$ cat config.mk
export PLATFORM = sky130hd
export DESIGN_NAME = redmule_tiler_q_flat
export DESIGN_NICKNAME = d
export VERILOG_FILES = /design/src/rtl/redmule_tiler_q_if.sv /design/src/rtl/redmule_tiler_q.sv /design/src/flat_wrapper.sv
export SDC_FILE = /design/constraint.sdc
export NUM_CORES = 2
export LEC_CHECK = 0
export CAP_MARGIN = 5
export CORE_MARGIN = 2
export CORE_UTILIZATION = 64
export DETAILED_ROUTE_END_ITERATION = 10
export GPL_ROUTABILITY_DRIVEN = 1
export PLACE_DENSITY_LB_ADDON = 0.08
export SLEW_MARGIN = 15
export SYNTH_ARGS = -nofsm -noshare
export SYNTH_HDL_FRONTEND = slang
export SYNTH_SLANG_ARGS = --single-unit
$ cat constraint.sdc
create_clock -name clk_i -period 33.7 [get_ports clk_i]
set_clock_uncertainty 0.05 [all_clocks]
set_input_delay 6.74 -clock clk_i [delete_from_list [all_inputs] [get_ports clk_i]]
set_output_delay 6.74 -clock clk_i [all_outputs]
set_load 0.01 [all_outputs]
$ cat src/rtl/redmule_tiler_q_if.sv
// Job/config bundle between the RedMulE control regfile (master) and the
// GEMM tiler (slave).
//
// Handshakes: both channels are valid/ready. A job transfers on a rising
// clock edge where job_valid && job_ready. A config entry transfers on an
// edge where cfg_valid && cfg_ready. The sender holds valid and its payload
// stable until the transfer. The receiver may drive ready independently of
// valid. err is a single-cycle pulse with no handshake.
interface redmule_tiler_q_if #(
   parameter int DIM_W = 16
) ();

   // job request channel
   logic             job_valid;
   logic             job_ready;
   logic [DIM_W-1:0] m;
   logic [DIM_W-1:0] n;
   logic [DIM_W-1:0] k;
   logic             job_fmt8;
   logic [2:0]       job_op;

   // tiled configuration channel (head of the output queue)
   logic             cfg_valid;
   logic             cfg_ready;
   logic [DIM_W-1:0] x_rows_iter;
   logic [DIM_W-1:0] x_cols_iter;
   logic [DIM_W-1:0] w_rows_iter;
   logic [DIM_W-1:0] w_cols_iter;
   logic [7:0]       x_rows_lftovr;
   logic [7:0]       x_cols_lftovr;
   logic [7:0]       w_rows_lftovr;
   logic [7:0]       w_cols_lftovr;
   logic [DIM_W-1:0] tot_stores;
   logic [31:0]      x_d1_stride;
   logic [31:0]      w_d0_stride;
   logic [31:0]      w_tot_len;
   logic [31:0]      tot_x_read;
   logic [2:0]       cfg_op;
   logic             cfg_fmt8;
   logic             ovf;

   // rejected-job pulse
   logic             err;

   modport master (
      output job_valid, m, n, k, job_fmt8, job_op, cfg_ready,
      input  job_ready, cfg_valid, x_rows_iter, x_cols_iter, w_rows_iter,
             w_cols_iter, x_rows_lftovr, x_cols_lftovr, w_rows_lftovr,
             w_cols_lftovr, tot_stores, x_d1_stride, w_d0_stride, w_tot_len,
             tot_x_read, cfg_op, cfg_fmt8, ovf, err
   );

   modport slave (
      input  job_valid, m, n, k, job_fmt8, job_op, cfg_ready,
      output job_ready, cfg_valid, x_rows_iter, x_cols_iter, w_rows_iter,
             w_cols_iter, x_rows_lftovr, x_cols_lftovr, w_rows_lftovr,
             w_cols_lftovr, tot_stores, x_d1_stride, w_d0_stride, w_tot_len,
             tot_x_read, cfg_op, cfg_fmt8, ovf, err
   );

endinterface

$ cat src/rtl/redmule_tiler_q.sv
// GEMM tiler with an output job queue. One job at a time is tiled: constant
// divides in CALC, then a 16-step shift-add for P = x_rows_iter*w_cols_iter,
// then two parallel 16-step shift-adds for the 48-bit length products. The
// finished entry is pushed into a small circular FIFO whose head drives the
// configuration outputs.
module redmule_tiler_q #(
   parameter int ARRAY_WIDTH  = 12,
   parameter int ARRAY_HEIGHT = 4,
   parameter int PIPE_REGS    = 3,
   parameter int DATAW        = 288,
   parameter int DIM_W        = 16,
   parameter int QUEUE_DEPTH  = 2
) (
   input  logic                   clk_i,
   input  logic                   rst_i,
   input  logic                   clear_i,
   redmule_tiler_q_if.slave       bus,
   output logic [2:0]             dbg_state_o
);

   localparam int D      = ARRAY_HEIGHT * (PIPE_REGS + 1);
   localparam int PTR_W  = (QUEUE_DEPTH > 1) ? $clog2(QUEUE_DEPTH) : 1;
   localparam int CNT_W  = $clog2(QUEUE_DEPTH + 1);
   // one multiplier bit per step; DIM_W steps per product
   localparam int STEP_W = $clog2(DIM_W);

   localparam logic [DIM_W-1:0]  AW_C      = DIM_W'(ARRAY_WIDTH);
   localparam logic [DIM_W-1:0]  AH_C      = DIM_W'(ARRAY_HEIGHT);
   localparam logic [DIM_W-1:0]  D_C       = DIM_W'(D);
   localparam logic [31:0]       EPB8_C    = 32'(DATAW / 8);
   localparam logic [31:0]       EPB16_C   = 32'(DATAW / 16);
   localparam logic [PTR_W-1:0]  LAST_PTR  = PTR_W'(QUEUE_DEPTH - 1);
   localparam logic [CNT_W-1:0]  FULL_CNT  = CNT_W'(QUEUE_DEPTH);
   localparam logic [STEP_W-1:0] LAST_STEP = STEP_W'(DIM_W - 1);

   if (DATAW % 16 != 0) begin : g_chk_dataw
      $error("redmule_tiler_q: DATAW must be a multiple of 16");
   end
   if (ARRAY_WIDTH < 1 || ARRAY_HEIGHT < 1 || PIPE_REGS < 0) begin : g_chk_div
      $error("redmule_tiler_q: tiling divisors must be nonzero");
   end
   if (QUEUE_DEPTH < 1) begin : g_chk_depth
      $error("redmule_tiler_q: QUEUE_DEPTH must be at least 1");
   end

   typedef enum logic [2:0] {
      IDLE  = 3'd0,
      CALC  = 3'd1,
      MUL1  = 3'd2,
      MUL2  = 3'd3,
      WRITE = 3'd4
   } state_e;

   typedef struct packed {
      logic [DIM_W-1:0] x_rows_iter;
      logic [DIM_W-1:0] x_cols_iter;
      logic [DIM_W-1:0] w_rows_iter;
      logic [DIM_W-1:0] w_cols_iter;
      logic [7:0]       x_rows_lftovr;
      logic [7:0]       x_cols_lftovr;
      logic [7:0]       w_rows_lftovr;
      logic [7:0]       w_cols_lftovr;
      logic [DIM_W-1:0] tot_stores;
      logic [31:0]      x_d1_stride;
      logic [31:0]      w_d0_stride;
      logic [31:0]      w_tot_len;
      logic [31:0]      tot_x_read;
      logic [2:0]       op;
      logic             fmt8;
      logic             ovf;
   } entry_t;

   state_e           state_q;
   logic [DIM_W-1:0] m_q, n_q, k_q;
   logic             fmt8_q;
   logic [2:0]       op_q;
   logic             err_q;
   entry_t           res_q;

   logic [47:0]       mcand_q;
   logic [DIM_W-1:0]  mpa_q, mpb_q;
   logic [31:0]       p_q;
   logic [47:0]       accw_q, accx_q;
   logic [STEP_W-1:0] step_q;

   entry_t            fifo_q [QUEUE_DEPTH];
   logic [PTR_W-1:0]  wr_ptr_q, rd_ptr_q;
   logic [CNT_W-1:0]  count_q;

   logic [DIM_W-1:0] c_x_rows_iter, c_x_cols_iter, c_w_rows_iter, c_w_cols_iter;
   logic [31:0]      c_x_base, c_x_rem, c_w_base, c_w_rem;
   logic [31:0]      c_x_d1, c_w_d0;
   logic             c_zero;
   logic [31:0]      p_next;
   entry_t           new_entry;
   entry_t           head;
   logic             full, pop, push;

   function automatic logic [PTR_W-1:0] next_ptr(input logic [PTR_W-1:0] p);
      return (p == LAST_PTR) ? '0 : p + 1'b1;
   endfunction

   // Tiling arithmetic on the latched job: constant divides, ceilings and
   // byte strides. w_rows_iter keeps only DIM_W bits, so N near the top of
   // the range rounds up to a wrapped value; ovf does not cover it.
   always_comb begin
      c_zero        = (m_q == '0) || (n_q == '0) || (k_q == '0);
      c_x_rows_iter = m_q / AW_C + DIM_W'(m_q % AW_C != '0);
      c_x_cols_iter = n_q / D_C  + DIM_W'(n_q % D_C  != '0);
      c_w_cols_iter = k_q / D_C  + DIM_W'(k_q % D_C  != '0);
      c_w_rows_iter = (n_q / AH_C + DIM_W'(n_q % AH_C != '0)) * AH_C;
      c_x_base      = 32'(n_q / D_C);
      c_x_rem       = 32'(n_q % D_C);
      c_w_base      = 32'(k_q / D_C);
      c_w_rem       = 32'(k_q % D_C);
      c_x_d1        = fmt8_q ? (c_x_base * EPB8_C + c_x_rem)
                             : ((c_x_base * EPB16_C + c_x_rem) << 1);
      c_w_d0        = fmt8_q ? (c_w_base * EPB8_C + c_w_rem)
                             : ((c_w_base * EPB16_C + c_w_rem) << 1);
   end

   // Next partial product of the P multiplier and the finished queue entry.
   always_comb begin
      p_next               = p_q + (mpa_q[0] ? mcand_q[31:0] : 32'd0);
      new_entry            = res_q;
      new_entry.tot_stores = p_q[DIM_W-1:0];
      new_entry.w_tot_len  = accw_q[31:0];
      new_entry.tot_x_read = accx_q[31:0];
      new_entry.ovf        = (|p_q[31:DIM_W]) | (|accw_q[47:32]) | (|accx_q[47:32]);
   end

   assign full = (count_q == FULL_CNT);
   assign pop  = (count_q != '0) && bus.cfg_ready;
   assign push = (state_q == WRITE) && (!full || pop);
   assign head = (count_q != '0) ? fifo_q[rd_ptr_q] : '0;

   // Tiler FSM, shift-add datapath and output FIFO; clear_i behaves as reset.
   always_ff @(posedge clk_i) begin
      if (rst_i || clear_i) begin
         state_q  <= IDLE;
         m_q      <= '0;
         n_q      <= '0;
         k_q      <= '0;
         fmt8_q   <= 1'b0;
         op_q     <= '0;
         err_q    <= 1'b0;
         res_q    <= '0;
         mcand_q  <= '0;
         mpa_q    <= '0;
         mpb_q    <= '0;
         p_q      <= '0;
         accw_q   <= '0;
         accx_q   <= '0;
         step_q   <= '0;
         wr_ptr_q <= '0;
         rd_ptr_q <= '0;
         count_q  <= '0;
         for (int i = 0; i < QUEUE_DEPTH; i++) fifo_q[i] <= '0;
      end else begin
         err_q <= 1'b0;

         if (pop) rd_ptr_q <= next_ptr(rd_ptr_q);
         if (push) begin
            fifo_q[wr_ptr_q] <= new_entry;
            wr_ptr_q         <= next_ptr(wr_ptr_q);
         end
         if (push && !pop)      count_q <= count_q + 1'b1;
         else if (pop && !push) count_q <= count_q - 1'b1;

         case (state_q)
            IDLE: begin
               if (bus.job_valid) begin
                  m_q     <= bus.m;
                  n_q     <= bus.n;
                  k_q     <= bus.k;
                  fmt8_q  <= bus.job_fmt8;
                  op_q    <= bus.job_op;
                  state_q <= CALC;
               end
            end
            CALC: begin
               if (c_zero) begin
                  err_q   <= 1'b1;
                  state_q <= IDLE;
               end else begin
                  res_q.x_rows_iter   <= c_x_rows_iter;
                  res_q.x_cols_iter   <= c_x_cols_iter;
                  res_q.w_rows_iter   <= c_w_rows_iter;
                  res_q.w_cols_iter   <= c_w_cols_iter;
                  res_q.x_rows_lftovr <= 8'(m_q % AW_C);
                  res_q.x_cols_lftovr <= 8'(n_q % D_C);
                  res_q.w_rows_lftovr <= 8'(n_q % AH_C);
                  res_q.w_cols_lftovr <= 8'(k_q % D_C);
                  res_q.tot_stores    <= '0;
                  res_q.x_d1_stride   <= c_x_d1;
                  res_q.w_d0_stride   <= c_w_d0;
                  res_q.w_tot_len     <= '0;
                  res_q.tot_x_read    <= '0;
                  res_q.op            <= op_q;
                  res_q.fmt8          <= fmt8_q;
                  res_q.ovf           <= 1'b0;
                  mcand_q             <= 48'(c_x_rows_iter);
                  mpa_q               <= c_w_cols_iter;
                  p_q                 <= '0;
                  step_q              <= '0;
                  state_q             <= MUL1;
               end
            end
            MUL1: begin
               p_q     <= p_next;
               mcand_q <= mcand_q << 1;
               mpa_q   <= mpa_q >> 1;
               step_q  <= step_q + 1'b1;
               if (step_q == LAST_STEP) begin
                  mcand_q <= 48'(p_next);
                  mpa_q   <= res_q.w_rows_iter;
                  mpb_q   <= res_q.x_cols_iter;
                  accw_q  <= '0;
                  accx_q  <= '0;
                  step_q  <= '0;
                  state_q <= MUL2;
               end
            end
            MUL2: begin
               accw_q  <= accw_q + (mpa_q[0] ? mcand_q : 48'd0);
               accx_q  <= accx_q + (mpb_q[0] ? mcand_q : 48'd0);
               mcand_q <= mcand_q << 1;
               mpa_q   <= mpa_q >> 1;
               mpb_q   <= mpb_q >> 1;
               step_q  <= step_q + 1'b1;
               if (step_q == LAST_STEP) state_q <= WRITE;
            end
            WRITE: begin
               if (push) state_q <= IDLE;
            end
            default: state_q <= IDLE;
         endcase
      end
   end

   assign dbg_state_o       = state_q;
   assign bus.job_ready     = (state_q == IDLE);
   assign bus.err           = err_q;
   assign bus.cfg_valid     = (count_q != '0);
   assign bus.x_rows_iter   = head.x_rows_iter;
   assign bus.x_cols_iter   = head.x_cols_iter;
   assign bus.w_rows_iter   = head.w_rows_iter;
   assign bus.w_cols_iter   = head.w_cols_iter;
   assign bus.x_rows_lftovr = head.x_rows_lftovr;
   assign bus.x_cols_lftovr = head.x_cols_lftovr;
   assign bus.w_rows_lftovr = head.w_rows_lftovr;
   assign bus.w_cols_lftovr = head.w_cols_lftovr;
   assign bus.tot_stores    = head.tot_stores;
   assign bus.x_d1_stride   = head.x_d1_stride;
   assign bus.w_d0_stride   = head.w_d0_stride;
   assign bus.w_tot_len     = head.w_tot_len;
   assign bus.tot_x_read    = head.tot_x_read;
   assign bus.cfg_op        = head.op;
   assign bus.cfg_fmt8      = head.fmt8;
   assign bus.ovf           = head.ovf;

endmodule

$ cat src/flat_wrapper.sv
// flat-port wrapper written by rule: the top's interface ports become plain ports
module redmule_tiler_q_flat 
#(
   parameter int ARRAY_WIDTH  = 12,
   parameter int ARRAY_HEIGHT = 4,
   parameter int PIPE_REGS    = 3,
   parameter int DATAW        = 288,
   parameter int DIM_W        = 16,
   parameter int QUEUE_DEPTH  = 2
)
  (clk_i, rst_i, clear_i, dbg_state_o, bus_job_valid, bus_m, bus_n, bus_k, bus_job_fmt8, bus_job_op, bus_cfg_ready, bus_job_ready, bus_cfg_valid, bus_x_rows_iter, bus_x_cols_iter, bus_w_rows_iter, bus_w_cols_iter, bus_x_rows_lftovr, bus_x_cols_lftovr, bus_w_rows_lftovr, bus_w_cols_lftovr, bus_tot_stores, bus_x_d1_stride, bus_w_d0_stride, bus_w_tot_len, bus_tot_x_read, bus_cfg_op, bus_cfg_fmt8, bus_ovf, bus_err);
  redmule_tiler_q_if #(.DIM_W(DIM_W)) bus_i ();
  input  logic clk_i;
  input  logic rst_i;
  input  logic clear_i;
  output logic [2:0] dbg_state_o;
  input wire logic [$bits(bus_i.job_valid)-1:0] bus_job_valid;
  input wire logic [$bits(bus_i.m)-1:0] bus_m;
  input wire logic [$bits(bus_i.n)-1:0] bus_n;
  input wire logic [$bits(bus_i.k)-1:0] bus_k;
  input wire logic [$bits(bus_i.job_fmt8)-1:0] bus_job_fmt8;
  input wire logic [$bits(bus_i.job_op)-1:0] bus_job_op;
  input wire logic [$bits(bus_i.cfg_ready)-1:0] bus_cfg_ready;
  output wire logic [$bits(bus_i.job_ready)-1:0] bus_job_ready;
  output wire logic [$bits(bus_i.cfg_valid)-1:0] bus_cfg_valid;
  output wire logic [$bits(bus_i.x_rows_iter)-1:0] bus_x_rows_iter;
  output wire logic [$bits(bus_i.x_cols_iter)-1:0] bus_x_cols_iter;
  output wire logic [$bits(bus_i.w_rows_iter)-1:0] bus_w_rows_iter;
  output wire logic [$bits(bus_i.w_cols_iter)-1:0] bus_w_cols_iter;
  output wire logic [$bits(bus_i.x_rows_lftovr)-1:0] bus_x_rows_lftovr;
  output wire logic [$bits(bus_i.x_cols_lftovr)-1:0] bus_x_cols_lftovr;
  output wire logic [$bits(bus_i.w_rows_lftovr)-1:0] bus_w_rows_lftovr;
  output wire logic [$bits(bus_i.w_cols_lftovr)-1:0] bus_w_cols_lftovr;
  output wire logic [$bits(bus_i.tot_stores)-1:0] bus_tot_stores;
  output wire logic [$bits(bus_i.x_d1_stride)-1:0] bus_x_d1_stride;
  output wire logic [$bits(bus_i.w_d0_stride)-1:0] bus_w_d0_stride;
  output wire logic [$bits(bus_i.w_tot_len)-1:0] bus_w_tot_len;
  output wire logic [$bits(bus_i.tot_x_read)-1:0] bus_tot_x_read;
  output wire logic [$bits(bus_i.cfg_op)-1:0] bus_cfg_op;
  output wire logic [$bits(bus_i.cfg_fmt8)-1:0] bus_cfg_fmt8;
  output wire logic [$bits(bus_i.ovf)-1:0] bus_ovf;
  output wire logic [$bits(bus_i.err)-1:0] bus_err;
  assign bus_i.job_valid = bus_job_valid;
  assign bus_i.m = bus_m;
  assign bus_i.n = bus_n;
  assign bus_i.k = bus_k;
  assign bus_i.job_fmt8 = bus_job_fmt8;
  assign bus_i.job_op = bus_job_op;
  assign bus_i.cfg_ready = bus_cfg_ready;
  assign bus_job_ready = bus_i.job_ready;
  assign bus_cfg_valid = bus_i.cfg_valid;
  assign bus_x_rows_iter = bus_i.x_rows_iter;
  assign bus_x_cols_iter = bus_i.x_cols_iter;
  assign bus_w_rows_iter = bus_i.w_rows_iter;
  assign bus_w_cols_iter = bus_i.w_cols_iter;
  assign bus_x_rows_lftovr = bus_i.x_rows_lftovr;
  assign bus_x_cols_lftovr = bus_i.x_cols_lftovr;
  assign bus_w_rows_lftovr = bus_i.w_rows_lftovr;
  assign bus_w_cols_lftovr = bus_i.w_cols_lftovr;
  assign bus_tot_stores = bus_i.tot_stores;
  assign bus_x_d1_stride = bus_i.x_d1_stride;
  assign bus_w_d0_stride = bus_i.w_d0_stride;
  assign bus_w_tot_len = bus_i.w_tot_len;
  assign bus_tot_x_read = bus_i.tot_x_read;
  assign bus_cfg_op = bus_i.cfg_op;
  assign bus_cfg_fmt8 = bus_i.cfg_fmt8;
  assign bus_ovf = bus_i.ovf;
  assign bus_err = bus_i.err;
  redmule_tiler_q #(.ARRAY_WIDTH(ARRAY_WIDTH), .ARRAY_HEIGHT(ARRAY_HEIGHT), .PIPE_REGS(PIPE_REGS), .DATAW(DATAW), .DIM_W(DIM_W), .QUEUE_DEPTH(QUEUE_DEPTH)) u_core (.clk_i(clk_i), .rst_i(rst_i), .clear_i(clear_i), .bus(bus_i), .dbg_state_o(dbg_state_o));
endmodule
==> flow_metrics.env <==
# implementation run metrics
export IMPL_cp_required_ns=26.91
export IMPL_endpoint="bus_tot_stores[7]"
export IMPL_start_kind="flop"
export IMPL_status="finished, final reports clean"
export IMPL_setup_viol=0
export IMPL_finalHoldViolCount=0
export IMPL_clock_sinks=768
export IMPL_reg2reg_slack_ns=27.27
export IMPL_simple_gate_area_share_pct=20.7
export IMPL_syn_to_final_growth_pct=12.7
export IMPL_crit_cells=5
export IMPL_crit_path_frequent_cell="buf_4"
export IMPL_cts_max_level=3
export IMPL_post_route_period_util_pct=32.5
export IMPL_ys_sh_aoi_pct=13.6
export IMPL_cts_buffers=79
export IMPL_grt_max_degree=102
export IMPL_maxPowerGroup="sequential cells"
export IMPL_ys_ff=768
export IMPL_finish_instance_area_mm2=0.0468
export IMPL_pg_clk_uw=876
export IMPL_viasPerCell=6.02
export IMPL_hold_buffers=0
export IMPL_logic_family="simple AND/OR/NAND/NOR gates"
export IMPL_r2r_start="u_core.m_q[13]$_SDFFE_PP0P_"
export IMPL_pwr_share_seq_pct=51.0
export IMPL_placed_area_mm2=0.0442
export IMPL_lay_top_cells="483 x and2_1, 463 x nand2_1, 432 x nor2_1"
export IMPL_synthFlopType="edfxtp_1"
export IMPL_core_area_mm2=0.0643
export IMPL_clkLatencyLatePin_ns=0.64
export IMPL_synth_area_mm2=0.0415
export IMPL_yosysWarnings=0
export IMPL_mux_area_share_pct=5.00
export IMPL_ys_chip_area_mm2=0.0415
export IMPL_p_sw_share_pct=23.0
flip-flops by register name, summed over array words and instances (netlist names), named ones only:
register            count
u_core.new_entry      112
u_core.op_q             3
u_core.accx_q          48
u_core.step_q           4
u_core.fmt8_q           1
u_core.p_q             32
u_core.fifo_q         386
u_core.wr_ptr_q         1
u_core.dbg_state_o      3
u_core.mpb_q           13
u_core.mcand_q         48
u_core.k_q             16
u_core.count_q          2
u_core.n_q             16
u_core.accw_q          48
u_core.bus.err          1
u_core.mpa_q           16
u_core.rd_ptr_q         1
u_core.m_q             16
per-layer routing:
layer  up-vias  track usage (%)  wire (um)
met1     15600             47.5      49700
met3       199             4.25       8220
li1      15500                -          -
met4         0             10.1       2980
met2      1253             49.2      48500
met5         -                0          0
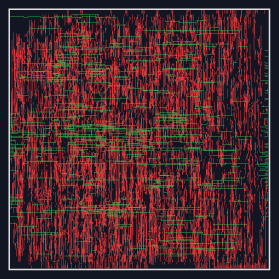
layers.png
Scale: 1 px per um. Only two layers are drawn.
[green] M3 | wire length: 8220 um
[red] M2 | wire length: 48.5 mm
routed vias: 32600
drt wl/cell: 20.2 um
routed wire length: 109000 um

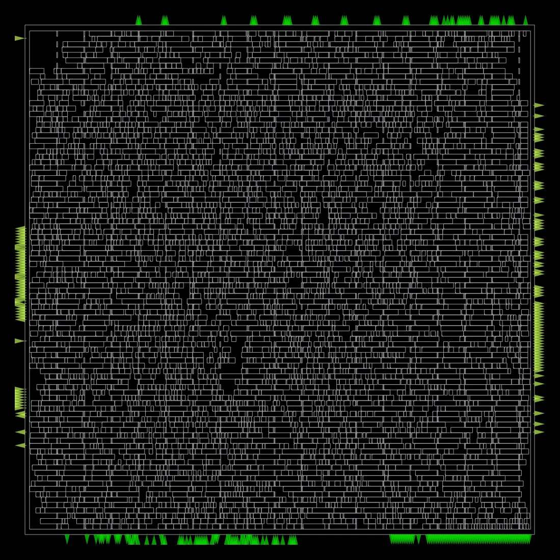
placed.png
# Taps: 855
Seq area share: 41.1%
fin cells: 5410
Site Rows: 93
Flops: 768

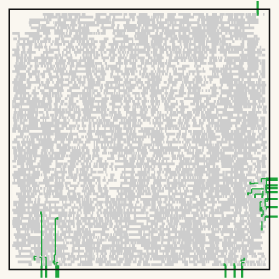
port_trees.png
Scale: 1 px per um.
[green] bus_w_cols_iter | bits: 16 | direction: output | edge: 8 right, 7 bottom, 1 top | end cells: 16 | buffers: 13 | wire: 294 um
Port Buf Inserts: 257
I/O pins: 308

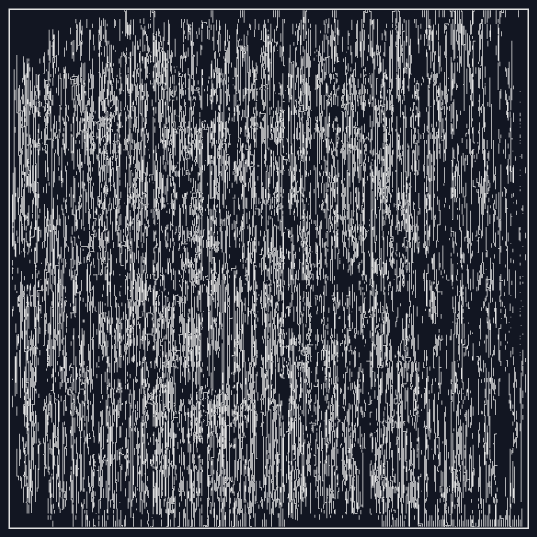
m2.png
Scale: 2 px per um.
main direction: vertical
wire length on this layer: 48.5 mm
share of all routed wire: 44%
longest straight run: 89.9 um
nets with wire on the layer: 3882
GR Layer Usage met2: 49.2%

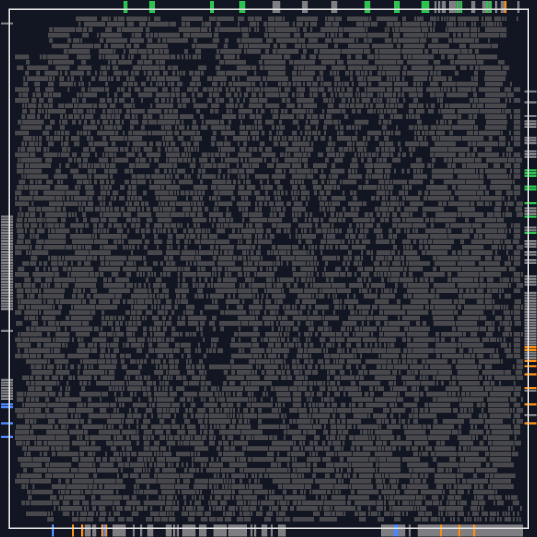
pinout.png
Scale: 2 px per um. Pins as bars across the die edge, other pins in gray.
[blue] bus_x_rows_lftovr | pins: 8 | direction: output | edge: 4 bottom, 4 left
[green] bus_tot_x_read | pins: 32 | direction: output | edge: 24 top, 8 right
[orange] bus_w_cols_iter | pins: 16 | direction: output | edge: 8 right, 7 bottom, 1 top
all pins by edge: 137 bottom, 69 right, 53 top, 49 left
Die Ht: 259 um
Die Wd: 259 um

